### src/rtl/bridge_pkg.sv
// Shared types and constants for the CPU-to-peripheral bridge.
package bridge_pkg;
  localparam int NDEV        = 4;
  localparam int DW          = 32;
  localparam int AW          = 32;
  localparam int TIMEOUT_DEF = 16;

  typedef enum logic [1:0] {
    ST_IDLE = 2'd0,
    ST_WAIT = 2'd1,
    ST_DONE = 2'd2
  } state_t;
endpackage

### src/rtl/bridge_addr_decode.sv
// Combinational address decode: base/mask match per device, lowest index wins.
module bridge_addr_decode
  import bridge_pkg::*;
#(
  parameter logic [AW-1:0] DEV_BASE0 = 32'h0000_0000,
  parameter logic [AW-1:0] DEV_MASK0 = 32'hFFFF_C000,
  parameter logic [AW-1:0] DEV_BASE1 = 32'h0000_7F00,
  parameter logic [AW-1:0] DEV_MASK1 = 32'hFFFF_FFF0,
  parameter logic [AW-1:0] DEV_BASE2 = 32'h0000_7F10,
  parameter logic [AW-1:0] DEV_MASK2 = 32'hFFFF_FFF0,
  parameter logic [AW-1:0] DEV_BASE3 = 32'h0000_7F20,
  parameter logic [AW-1:0] DEV_MASK3 = 32'hFFFF_FFF0
) (
  input  logic [AW-1:0]   cpu_addr_i,
  output logic [NDEV-1:0] hit_o,
  output logic            no_hit_o
);

  localparam logic [NDEV-1:0][AW-1:0] BASES = {DEV_BASE3, DEV_BASE2, DEV_BASE1, DEV_BASE0};
  localparam logic [NDEV-1:0][AW-1:0] MASKS = {DEV_MASK3, DEV_MASK2, DEV_MASK1, DEV_MASK0};

  logic [NDEV-1:0] raw_hit;

  always_comb begin
    raw_hit = '0;
    for (int k = 0; k < NDEV; k++) begin
      raw_hit[k] = ((cpu_addr_i & MASKS[k]) == (BASES[k] & MASKS[k]));
    end
  end

  // Walk from the top down so the lowest matching index is the last writer.
  always_comb begin
    hit_o = '0;
    for (int k = NDEV - 1; k >= 0; k--) begin
      if (raw_hit[k]) begin
        hit_o    = '0;
        hit_o[k] = 1'b1;
      end
    end
  end

  assign no_hit_o = ~|raw_hit;

endmodule

### src/rtl/dev_bridge.sv
// CPU data-port bridge: decodes one request to a single device, waits for its
// acknowledge (or a timeout) and returns a one-cycle registered response.
//
//   state   | meaning
//   --------+-----------------------------------------------------------
//   IDLE    | no transaction; cpu_req sampled and decoded
//   WAIT    | device selected, bus held stable, counting toward timeout
//   DONE    | one-cycle response on cpu_rvalid, cpu_req ignored
module dev_bridge
  import bridge_pkg::*;
#(
  parameter logic [AW-1:0] DEV_BASE0 = 32'h0000_0000,
  parameter logic [AW-1:0] DEV_MASK0 = 32'hFFFF_C000,
  parameter logic [AW-1:0] DEV_BASE1 = 32'h0000_7F00,
  parameter logic [AW-1:0] DEV_MASK1 = 32'hFFFF_FFF0,
  parameter logic [AW-1:0] DEV_BASE2 = 32'h0000_7F10,
  parameter logic [AW-1:0] DEV_MASK2 = 32'hFFFF_FFF0,
  parameter logic [AW-1:0] DEV_BASE3 = 32'h0000_7F20,
  parameter logic [AW-1:0] DEV_MASK3 = 32'hFFFF_FFF0,
  parameter int            TIMEOUT   = TIMEOUT_DEF
) (
  input  logic                 clk,
  input  logic                 reset,
  input  logic                 cpu_req,
  input  logic                 cpu_we,
  input  logic [AW-1:0]        cpu_addr,
  input  logic [3:0]           cpu_be,
  input  logic [DW-1:0]        cpu_wdata,
  output logic                 cpu_busy,
  output logic                 cpu_rvalid,
  output logic [DW-1:0]        cpu_rdata,
  output logic                 cpu_err,
  output logic [NDEV-1:0]      dev_sel,
  output logic                 dev_we,
  output logic [AW-1:0]        dev_addr,
  output logic [3:0]           dev_be,
  output logic [DW-1:0]        dev_wdata,
  input  logic [NDEV-1:0]      dev_ack,
  input  logic [NDEV*DW-1:0]   dev_rdata
);

  localparam int CNT_W = (TIMEOUT > 2) ? $clog2(TIMEOUT) : 1;
  localparam logic [CNT_W-1:0] CNT_LAST = CNT_W'(TIMEOUT - 1);
  localparam logic [NDEV-1:0][AW-1:0] MASKS = {DEV_MASK3, DEV_MASK2, DEV_MASK1, DEV_MASK0};

  state_t            state_q, state_d;
  logic [CNT_W-1:0]  cnt_q, cnt_d;
  logic              busy_q, busy_d;
  logic              rvalid_q, rvalid_d;
  logic [DW-1:0]     rdata_q, rdata_d;
  logic              err_q, err_d;
  logic [NDEV-1:0]   sel_q, sel_d;
  logic              we_q, we_d;
  logic [AW-1:0]     addr_q, addr_d;
  logic [3:0]        be_q, be_d;
  logic [DW-1:0]     wdata_q, wdata_d;

  logic [NDEV-1:0]   hit;
  logic              no_hit;
  logic [AW-1:0]     win_mask;
  logic              ack_hit;
  logic [DW-1:0]     sel_rdata;

  bridge_addr_decode #(
    .DEV_BASE0(DEV_BASE0), .DEV_MASK0(DEV_MASK0),
    .DEV_BASE1(DEV_BASE1), .DEV_MASK1(DEV_MASK1),
    .DEV_BASE2(DEV_BASE2), .DEV_MASK2(DEV_MASK2),
    .DEV_BASE3(DEV_BASE3), .DEV_MASK3(DEV_MASK3)
  ) u_decode (
    .cpu_addr_i(cpu_addr),
    .hit_o     (hit),
    .no_hit_o  (no_hit)
  );

  always_comb begin
    win_mask = '0;
    for (int k = 0; k < NDEV; k++) begin
      if (hit[k]) win_mask = MASKS[k];
    end
  end

  // Only the selected device's ack and read slice are looked at.
  always_comb begin
    ack_hit   = 1'b0;
    sel_rdata = '0;
    for (int k = 0; k < NDEV; k++) begin
      if (sel_q[k]) begin
        ack_hit   = dev_ack[k];
        sel_rdata = dev_rdata[k*DW +: DW];
      end
    end
  end

  always_comb begin
    state_d = state_q;
    cnt_d   = cnt_q;
    rdata_d = rdata_q;
    err_d   = err_q;
    sel_d   = sel_q;
    we_d    = we_q;
    addr_d  = addr_q;
    be_d    = be_q;
    wdata_d = wdata_q;

    case (state_q)
      ST_IDLE: begin
        rdata_d = '0;
        err_d   = 1'b0;
        if (cpu_req) begin
          if (no_hit) begin
            err_d   = 1'b1;
            state_d = ST_DONE;
          end else begin
            sel_d   = hit;
            we_d    = cpu_we;
            addr_d  = cpu_addr & ~win_mask;
            be_d    = cpu_be;
            wdata_d = cpu_wdata;
            cnt_d   = '0;
            state_d = ST_WAIT;
          end
        end
      end

      ST_WAIT: begin
        cnt_d = cnt_q + 1'b1;
        if (ack_hit) begin
          rdata_d = we_q ? '0 : sel_rdata;
          err_d   = 1'b0;
          sel_d   = '0;
          we_d    = 1'b0;
          state_d = ST_DONE;
        end else if (cnt_q == CNT_LAST) begin
          rdata_d = '0;
          err_d   = 1'b1;
          sel_d   = '0;
          we_d    = 1'b0;
          state_d = ST_DONE;
        end
      end

      ST_DONE: begin
        rdata_d = '0;
        err_d   = 1'b0;
        state_d = ST_IDLE;
      end

      default: begin
        rdata_d = '0;
        err_d   = 1'b0;
        sel_d   = '0;
        we_d    = 1'b0;
        state_d = ST_IDLE;
      end
    endcase

    busy_d   = (state_d != ST_IDLE);
    rvalid_d = (state_d == ST_DONE);
  end

  always_ff @(posedge clk) begin
    if (reset) begin
      state_q  <= ST_IDLE;
      cnt_q    <= '0;
      busy_q   <= 1'b0;
      rvalid_q <= 1'b0;
      rdata_q  <= '0;
      err_q    <= 1'b0;
      sel_q    <= '0;
      we_q     <= 1'b0;
      addr_q   <= '0;
      be_q     <= '0;
      wdata_q  <= '0;
    end else begin
      state_q  <= state_d;
      cnt_q    <= cnt_d;
      busy_q   <= busy_d;
      rvalid_q <= rvalid_d;
      rdata_q  <= rdata_d;
      err_q    <= err_d;
      sel_q    <= sel_d;
      we_q     <= we_d;
      addr_q   <= addr_d;
      be_q     <= be_d;
      wdata_q  <= wdata_d;
    end
  end

  assign cpu_busy   = busy_q;
  assign cpu_rvalid = rvalid_q;
  assign cpu_rdata  = rdata_q;
  assign cpu_err    = err_q;
  assign dev_sel    = sel_q;
  assign dev_we     = we_q;
  assign dev_addr   = addr_q;
  assign dev_be     = be_q;
  assign dev_wdata  = wdata_q;

endmodule
### config.mk
export PLATFORM = sky130hd
export DESIGN_NAME = dev_bridge
export DESIGN_NICKNAME = d
export VERILOG_FILES = /design/src/rtl/bridge_pkg.sv /design/src/rtl/bridge_addr_decode.sv /design/src/rtl/dev_bridge.sv
export SDC_FILE = /design/constraint.sdc
export NUM_CORES = 1
export LEC_CHECK = 0
export ABC_AREA = 1
export ABC_CLOCK_PERIOD_IN_PS = 1460
export CORE_MARGIN = 2
export CORE_UTILIZATION = 35
export CTS_BUF_LIST = sky130_fd_sc_hd__clkbuf_8
export CTS_CLUSTER_DIAMETER = 200
export DETAILED_ROUTE_END_ITERATION = 7
export PLACE_DENSITY = 0.79
export REMOVE_ABC_BUFFERS = 1
export SYNTH_ARGS = -nofsm -noshare
export SYNTH_HDL_FRONTEND = slang
export SYNTH_SLANG_ARGS = --single-unit
### constraint.sdc
create_clock -name clk -period 1.46 [get_ports clk]
set_clock_uncertainty 0.05 [all_clocks]
set_input_delay 0.146 -clock clk [delete_from_list [all_inputs] [get_ports clk]]
set_output_delay 0.146 -clock clk [all_outputs]
set_load 0.05 [all_outputs]
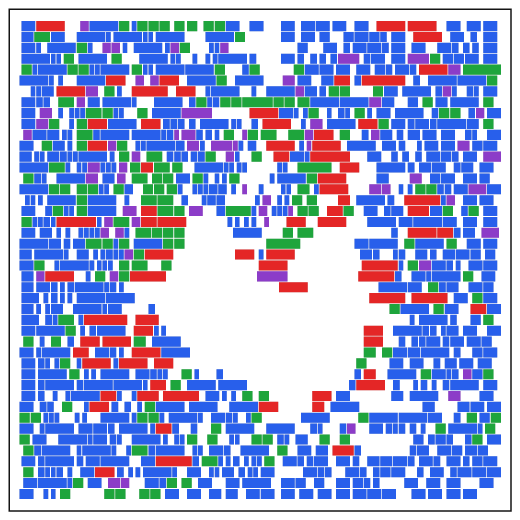
**Above:** run 1 (drive-strength map).
Drawn at 4 px/µm.
[red] x6 and larger | cells: 77 | share: 7.1%
[blue] x1 and smaller | cells: 761 | share: 70%
[green] x3 and x4 | cells: 182 | share: 17%
[purple] x2 | cells: 67 | share: 6.2%
post-synthesis to final-layout area growth: 94.6%
final standard cell area without fillers: 9980 µm²
post-route worst setup slack: -111 ps

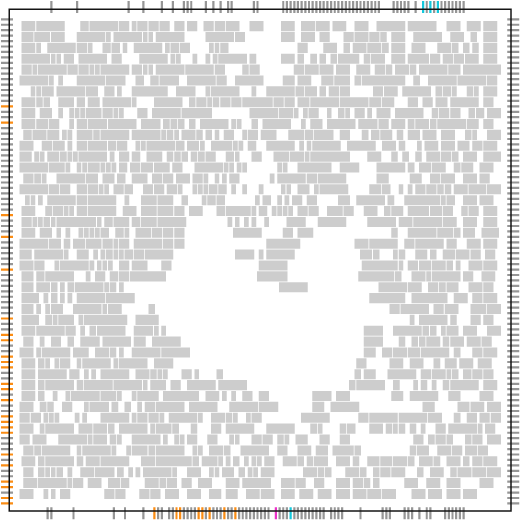
**Above:** run 1 (I/O pins on the die edge).
Drawn at 4 px/µm. Pins as bars across the die edge, other pins in gray.
[cyan] dev_sel | pins: 4 | direction: output | edge: 3 top, 1 bottom
[magenta] dev_we | pins: 1 | direction: output | edge: bottom
[orange] cpu_wdata | pins: 32 | direction: input | edge: 24 left, 8 bottom
all pins by edge: 90 left, 90 right, 71 bottom, 61 top
die outline height: 125 µm
quantity of I/O buffers inserted on ports: 311
Die Span X: 125 µm

==> impl_metrics.yaml, run 1 <==
# physical design summary
status:
  outcome: "complete, but fails checks"
  violated_checks: "design-rule violations, negative setup slack"
worst_setup_path:
  crit_path_max_incr_delay_ps: 370
  register_to_register_setup_slack_ps: -110
  worst_r2r_path_depth: 9
  data_arrival_time_at_the_worst_slack_endpoint_ps: 1890
  cp.required_ps: 1780
  cp-start-kind: "flip-flop"
  worstSetupEndpoint: "cpu_rdata[28]$_SDFFE_PP0P_"
clock_network:
  cts_setup_buffers: 20
  cts.sink_count: 114
  clkLatencyLatePin_ps: 440
  post_cts_hold_buffer_count: 0
finish:
  final.signal_inverter_count: 32
  logic_gates: 507
  buf_share: 0.408
  largest_class: "buffers"
  combAreaFraction: 0.284
  final_layout_top_logic_cell: "clkdlybuf4s50_1"
  logic_area_um2: 2840
  layout_cells_sized_above_1: 0.300
detailed_routing:
  route.vias.total: 6619
  detail_route.drc_violations: 2
final_timing:
  slew_violations: 0
  setup_viol: 36
  postLayoutSetupSlackWorst_ps: -111
  grt_setup_unrepaired: "true"
global_route:
  grt_use_total: 0.253
  global_route_wire_length_before_repair_mm: 31.7
  largest_net_degree_at_the_start_of_global_routing: 66
power_and_ir_drop:
  seqPwrFrac: 0.406
  reported_sequential_group_power_mw: 3.13
  powerComb_mw: 1.50
  switching_share: 0.268
  total_power_mw: 7.73
  clockPowerShare: 0.400
  maxPowerGroup: "sequential cells"
  power.combinational.fraction: 0.195
  power_report.internal_total_mw: 5.66
  powerDensity_nw_per_um2: 774
logic_synthesis:
  ys_top_logic_family: "AND-OR/OR-AND gates"
  distinct_cells_synth: 26
  number_of_flops_mapped_to_enable_cells_by_yosys: 0
  numSynthFlops: 114
  synth_cells: 706
  post_synth_top_area_cell: "dfxtp_1"
  top_area_frac: 0.445
  yosys.area_share.adder: 0.00244
  synth.yosys.chip_area_um2: 5130
  ff_type: "dfxtp_1"
  ys_async_rst_share: 0
  synth_warnings: 0
die:
  row_count: 44
placement:
  place_congestion: 0.833
  hpwlAfterDp_mm: 14.2
  placement.cell_area_um2: 8590
  placed_cells_incl_taps: 1202
job:
  warning_count: 27
min_path:
  worstHoldPathType: "in -> reg"
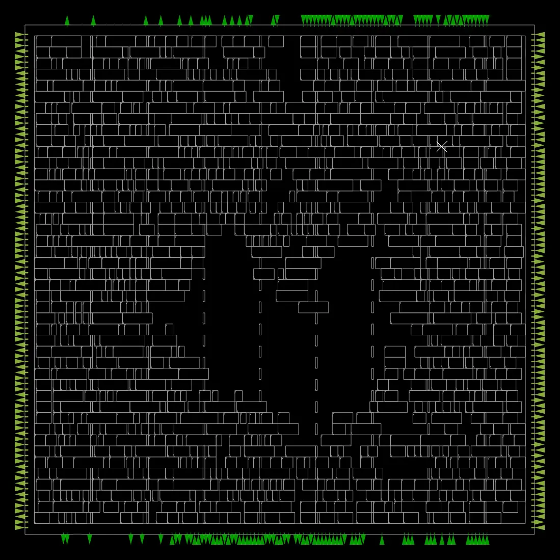
**Above:** run 1 (placed standard cells).
fill cell instance count of the final layout: 1,157
final cell utilization of the core: 0.692

==> run 1: critical path, delay by kind of cell, from the launching register on <==
family	cells	cell delay (ps)
flip-flops	1	370
buffers and inverters	2	270
AND/OR/NAND/NOR	6	660
AND-OR/OR-AND	1	140
==> run 1: per-layer routing <==
metal / GRT usage / vias up / part of all wire
met1: 0.286 / 3051 / 0.36
met2: 0.442 / 354 / 0.50
met5: 0 / - / 0
met4: 0.104 / 0 / 0.038
met3: 0.0779 / 56 / 0.097
li1: - / 3158 / -
==> run 1: flip-flops by register name, summed over array words and instances, names as in the netlist <==
name / cells
cpu_rdata: 32
dev_addr: 32
dev_wdata: 32
cnt_q: 4
dev_be: 4
dev_sel: 4
state_q: 2
cpu_busy: 1
cpu_err: 1
cpu_rvalid: 1
dev_we: 1
**Run 1: nets reached from selected ports**

Drawn at 2 px/µm.
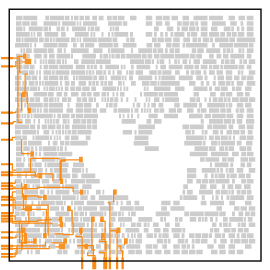

==> run 2: changes to the inputs <==
--- a/config.mk
+++ b/config.mk
@@ -8,11 +8,10 @@
 export ABC_AREA = 1
 export ABC_CLOCK_PERIOD_IN_PS = 1460
 export CORE_MARGIN = 2
-export CORE_UTILIZATION = 35
-export CTS_BUF_LIST = sky130_fd_sc_hd__clkbuf_8
+export CORE_UTILIZATION = 34
 export CTS_CLUSTER_DIAMETER = 200
 export DETAILED_ROUTE_END_ITERATION = 7
-export PLACE_DENSITY = 0.79
+export PLACE_DENSITY = 0.77
 export REMOVE_ABC_BUFFERS = 1
 export SYNTH_ARGS = -nofsm -noshare
 export SYNTH_HDL_FRONTEND = slang
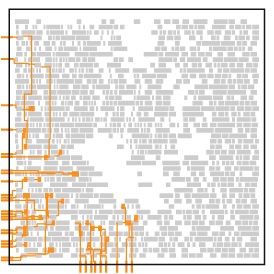
**Above:** run 2 (nets reached from selected ports).
Drawn at 2 px/µm.
[orange] cpu_wdata | bits: 32 | direction: input | end cells: 32 | buffers: 32 | wire: 709 µm
number of top-level design ports: 312

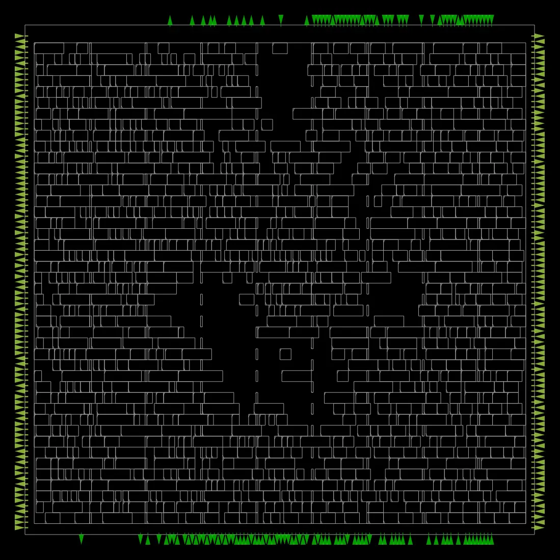
**Above:** run 2 (placed standard cells).
fill cell instance count of the final layout: 1,126
tapcell count: 184
Std-Cell Core Area: 14,600 µm²
row count: 44

==> run 2 against run 1 <==
  * The run ends with negative setup slack left
  * Flip-flop count is the same
  * Combinational power grew 6%
  * Sequential share of layout area shrank 1.1 points
  * Non-clock buffer count shrank 4
  * Worst hold slack lost 53 ps
  * Critical path depth is the same
  * Critical endpoint is now cpu_rdata[18]$_SDFFE_PP0P_
  * Highest routed layer unchanged
==> impl_metrics.yaml, run 2 <==
# physical design summary
final_timing:
  slew_violations: 0
  setup_viol: 42
  postLayoutSetupSlackWorst_ps: -152
  fin_hold_ws_ps: 39.3
  max_slew.worst_pin.slew_ps: 324
  grt_setup_unrepaired: "true"
logic_synthesis:
  yosys_cells: 706
  top_area_frac: 0.445
  ff_type: "dfxtp_1"
  yosys.area_share.adder: 0.00244
  synthesized_area_fraction_occupied_by_ao_oa_aoi_and_oai_cells: 0.261
  ys_async_rst_share: 0
  post_synth_top_area_cell: "dfxtp_1"
  synth_cells: 706
  number_of_flops_mapped_to_enable_cells_by_yosys: 0
  distinct_cells_synth: 26
  numSynthFlops: 114
  synth.yosys.chip_area_um2: 5130
  ys_top_logic_family: "AND-OR/OR-AND gates"
  synth_warnings: 0
worst_setup_path:
  r2r_end: "cpu_rdata[18]$_SDFFE_PP0P_"
  cp.required_ps: 1750
  worst_r2r_path_depth: 9
  register_to_register_setup_slack_ps: -150
  r2r-start: "dev_sel[2]$_SDFFE_PP0P_"
  worstSetupEndpoint: "cpu_rdata[18]$_SDFFE_PP0P_"
  crit_path_max_incr_delay_ps: 350
  cp-start-kind: "flip-flop"
  data_arrival_time_at_the_worst_slack_endpoint_ps: 1900
  critical_path_depth: 9
  critical_path.top_delay_family: "simple AND/OR/NAND/NOR gates"
  critical_path_buf_inv_count: 2
finish:
  buf_share: 0.387
  logic_gates: 507
  final.signal_inverter_count: 32
  largest_class: "buffers"
  layout_cells_sized_above_1: 0.371
  final_layout_top_logic_cell: "clkdlybuf4s50_1"
  nClkBuffers: 20
  finish.instance_area_um2: 10500
  final_util: 0.715
  layout.area.seq_um2: 2290
  logic_area_um2: 3170
detailed_routing:
  route.vias.total: 6571
  wl_per_cell_um: 18.3
  detail_route.drc_violations: 0
power_and_ir_drop:
  switching_share: 0.255
  cellLeakagePower_nw: 4.13
  reported_sequential_group_power_mw: 3.14
  powerComb_mw: 1.59
  total_power_mw: 8.90
  clockPowerShare: 0.469
  power.combinational.fraction: 0.179
  seqPwrFrac: 0.353
  power_report.internal_total_mw: 6.63
  maxPowerGroup: "clock"
  powerDensity_nw_per_um2: 850
placement:
  port_buffers: 311
  place_congestion: 0.916
  hpwlAfterDp_mm: 14.6
  placed_cells_incl_taps: 1195
  placement.cell_area_um2: 8630
clock_network:
  cts.sink_count: 114
  ctsLongestPathBuffers: 2
  clkLatencyLatePin_ps: 410
status:
  outcome: "complete, but fails checks"
  violated_checks: "negative setup slack"
global_route:
  global_route_wire_length_before_repair_mm: 32.1
  largest_net_degree_at_the_start_of_global_routing: 47
  grt_use_total: 0.253
die:
  dieHeight_um: 127
min_path:
  worstHoldPathType: "in -> reg"
job:
  warning_count: 27
## run 2: cell types whose count changed in the layout (fill, tap and decap cells not counted), sizes merged
cell           previous run  this run
buf                     190       187
bufbuf                    0         1
clkbuf                   29        41
clkdlybuf4s15             6        12
clkinv                    5         6
clkinvlp                  2         4
dlygate4sd2              20         1
dlygate4sd3               0         1
dlymetal6s2s              2         0
inv                      35        32
## run 2: repair_timing
item	4_1_cts	5_1_grt
endpoints found under the setup margin	116	116
hold buffers	0	1
hold endpoints to repair	0	1
gates cloned	6	9
resized	96	220
pin swaps	40	84
setup buffers	13	13
## run 2: per-layer routing
metal / GRT usage / up-vias / routed length, µm
met3: 0.0890 / 52 / 2150
met5: 0 / - / 0
met4: 0.0970 / 0 / 718
met2: 0.427 / 324 / 11500
met1: 0.296 / 3039 / 8850
li1: - / 3156 / -
Power figures rest on the tool's default switching activity, not on a simulated workload.
